Design out_port_arb, sky130hd; sources not shown.
==> run_1/class_map.png <==
Fill, decap, tap and diode cells in gray.
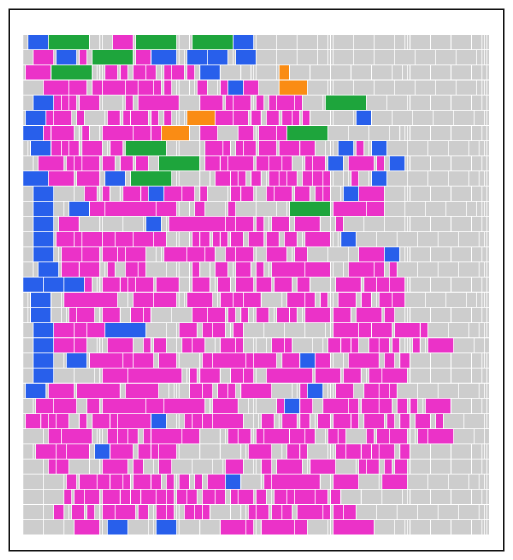
legend:
  registers:
    color: green
    cells: 11
  clock drivers and dummy loads:
    color: orange
    cells: 4
  remaining logic cells:
    color: magenta
    cells: 441
  remaining buffers and delay cells:
    color: blue
    cells: 53
post-route cell area: 0.00414 mm2
FP Rows: 33
core area: 0.00751 mm2
Seq area share: 5.33%

==> run_1/pinout.png <==
Pins as bars across the die edge, other pins in gray.
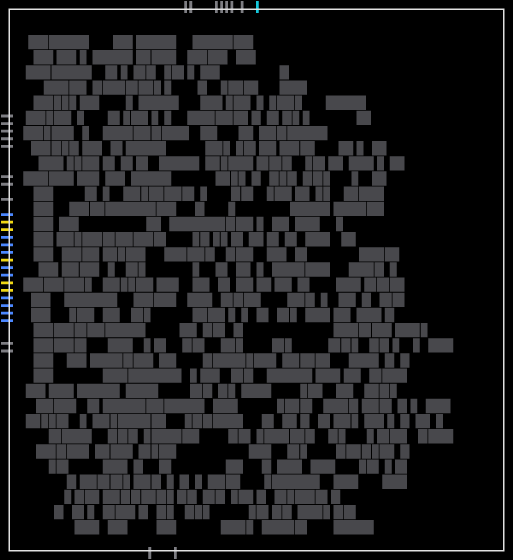
legend:
  flit_type:
    color: blue
    pins: 10
    direction: input
    edge: left
  req:
    color: yellow
    pins: 5
    direction: input
    edge: left
  credit_err:
    color: cyan
    pins: 1
    direction: output
    edge: top
all pins by edge: 25 left, 8 top, 2 bottom
Die Ht: 96.9 um
Port Buf Inserts: 34
Die Width: 88.4 um

==> run_1/clock_nets.png <==
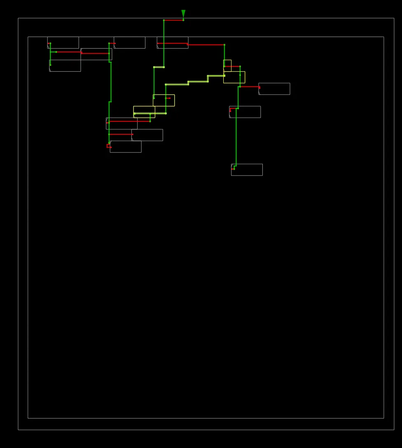
Clock Power: 0.0687 mW
CLK BUF: 3
clk_lat worst skew: 0.24 ns
CTS Sinks: 11
Num CTS Buffers: 3

==> run_1/layers.png <==
Only two layers are drawn.
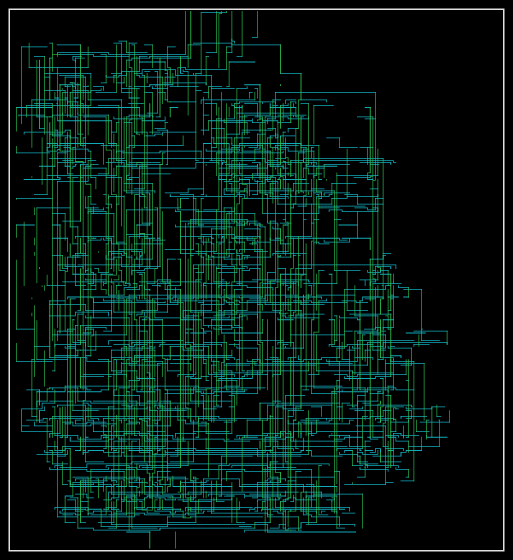
legend:
  M2:
    color: green
    wire_length: 5050 um
  M1:
    color: cyan
    wire_length: 4690 um
vias: 3855
total track usage: 24.9%
Post-Route WL: 10.6 mm

==> impl_metrics.json <==
{
  "tap_cells": 105,
  "place_area_mm2": 0.00395,
  "layoutNonFillerInstCount": 614,
  "finalMaxSlewViolations": 0,
  "setup_tns_ns": 0,
  "cts_hold_repair.buffers": 0,
  "final_util_pct": 55.0,
  "crit_arrival_ns": 5.21,
  "logic_gate_count": 410,
  "sequentialPowerShare_pct": 4.5,
  "hold_ws_ns": 0.336,
  "area_leaders": "ha_1 11%, dfxtp_1 6.4%, nand2_1 4.9%",
  "avgViaCountPerCell": 6.28,
  "r2r_slack_ns": 0.99,
  "critical_path.max_fanout": 8,
  "clockNetworkAreaShare_pct": 1.12,
  "synth_cell_type_count": 95,
  "dieArea_mm2": 0.00857,
  "cap_violations": 0,
  "ys_warn_count": 0,
  "ff_count": 11,
  "seq_area_um2": 220,
  "slew_headroom_pct": 44.5,
  "antenna_left": 0,
  "yosys-top-cells-count": "45 x nand2_1, 37 x nor2_1, 31 x ha_1, 28 x inv_1, 24 x o21ai_0",
  "firstDrtPassIters": 7,
  "grt_pass1_wl_mm": 17.1,
  "wire_per_inst_um": 17.3,
  "criticalPathCategory": "reg -> out",
  "synth_area_mm2": 0.00345,
  "drt_iter0_drc": 410,
  "status": "finished, final reports clean",
  "fp_nets": 519,
  "p_clk_share_pct": 2.8,
  "buf_share_pct": 12.1,
  "syn_area_per_cell_um2": 7.36,
  "cts_tree": "yes",
  "p_switching_mw": 1.37,
  "antennaDiodeCount": 0,
  "edf_count": 0,
  "warning_count": 46,
  "cts.htree.levels": 1,
  "min_path_cells": 2,
  "critPathLaunchType": "register",
  "comb_power_share_pct": 92.7,
  "ios": 35,
  "powerSeq_mw": 0.109,
  "power_leakage_nw": 1.62,
  "logic_area_mm2": 0.00312,
  "crit_chain": "inv_1, ha_1, inv_1, ha_1, inv_1, ha_1, nor3_4, nor2_1, xnor2_1, buf_4, ha_1, and3_1, a211o_2, mux2i_1, a31o_2, a22oi_2, nor2_4, buf_12, o311ai_4, clkdlybuf4s50_1",
  "nonClockBufferCount": 53,
  "fmax_mhz": 157,
  "tightestPinTransition_ns": 0.833,
  "gr-total-overflow": 0,
  "crit_family": "AND-OR/OR-AND gates",
  "routabilityCongestion": 0.959,
  "internal_power_mw": 1.08,
  "synth-main-ff-cell": "dfxtp_1",
  "path_depth": 20,
  "fillCellCount": 723,
  "syn2layout_area_growth_pct": 19.8,
  "initial_core_util_pct": 45.9,
  "cts.path.max_buffers": 2,
  "rsz0062_at_grt": "false",
  "sw_frac_of_total_pct": 55.9,
  "r2r_cells": 25,
  "top_area_cell": "ha_1",
  "cp_slowest_stage_delay_ns": 0.71,
  "drive_gt1_share_pct": 16.5,
  "worst_path_max_delay_cell": "clkdlybuf4s50_1",
  "hp-class": "reg -> reg",
  "drc": 0,
  "layout.nets": 560,
  "cts_root_buf": "clkbuf_8",
  "combAreaFraction_pct": 75.5,
  "top_cell_area_share_pct": 11.2,
  "grt_max_degree": 31,
  "power_density_mw_per_mm2": 592,
  "crit_top_cell": "ha_1",
  "hpwl_mm": 8.45,
  "async_reset_ff_share_pct": 0,
  "end_kind": "output pin",
  "hold_viol": 0,
  "top_cell": "nand2_1",
  "ys_cells": 469,
  "yosysSeqAreaShare_pct": 6.38,
  "yosys_area_mm2": 0.00345,
  "dpl.cell_count": 606,
  "finalSetupViolCount": 0,
  "cp.required_ns": 5.54,
  "path_clk_slew_ns": 0.05,
  "largest_class": "logic gates",
  "top_power_group": "combinational cells",
  "crit_buf_inv": 6,
  "antenna_found_initial": 0,
  "synthCells": 469,
  "ir_drop_mv": 0.505,
  "grt_pass1_vias": 3506,
  "inverters": 31,
  "final.period_utilization_pct": 95.0,
  "numSynthFlops": 11,
  "p_comb_mw": 2.27,
  "period_minus_slack_ns": 6.36
}
-- run 1: cells in the final DEF, fill, tap and decap left out, drive strengths merged, types with 8 or more instances in the layout --
cell type / n
nor2b: 8
nand2b: 17
a21oi: 27
o32ai: 8
and3: 9
nand2: 46
or3: 8
clkdlybuf4s50: 32
xnor2: 9
mux2: 8
nand3: 11
o21ai: 31
ha: 31
nor3: 20
buf: 19
or2: 8
inv: 31
dfxtp: 11
nor2: 38
mux2i: 11
-- run 1: layer usage --
| metal | vias to the layer above | GRT usage, % | share of wire [%] |
|---|---|---|---|
| met5 | - | - | 0 |
| met4 | 0 | 5.59 | 1.5 |
| met3 | 16 | 3.58 | 6.8 |
| met2 | 184 | 40.0 | 48 |
| met1 | 1819 | 32.9 | 44 |
| li1 | 1836 | - | - |
-- run 1: kinds of logic (layout without fill, tap and decap cells) --
kind of cell	count (synthesis)	in the layout	share of synthesized area [%]
AND-OR/OR-AND	153	153	35.0
XOR/XNOR	13	13	3.52
buffers and inverters	48	88	5.87
multiplexers	19	19	5.91
adder cells (fa/ha/maj)	32	32	11.8
flip-flops	11	11	6.38
AND/OR/NAND/NOR	193	193	31.5
-- run 1: stage by stage --
stage          power [mW]  setup WS [ns]
4_1_cts              2.26         0.0334
2_1_floorplan        1.65          0.268
5_1_grt              2.64         0.0454
3_5_place_dp         2.17          0.143
3_3_place_gp         2.15          0.303
6_report             2.45          0.336
-- run 1: worst register-to-register path: cells and delay by family, from the launching register on --
kind	cells	cell delay [ns]
simple gates	9	2.09
fa+ha+maj	5	1.38
compound gates	4	0.90
buf+inv	5	0.49
flops	1	0.31
xor+xnor	1	0.17
mux	1	0.12
-- run 1: repair_timing --
action                     4_1_cts  5_1_grt
buffers inserted                 0        4
pin swaps                        0        3
resized                          2       14
setup endpoints to repair        1        8
No activity file was given, so power comes from the tool's default toggle rates.
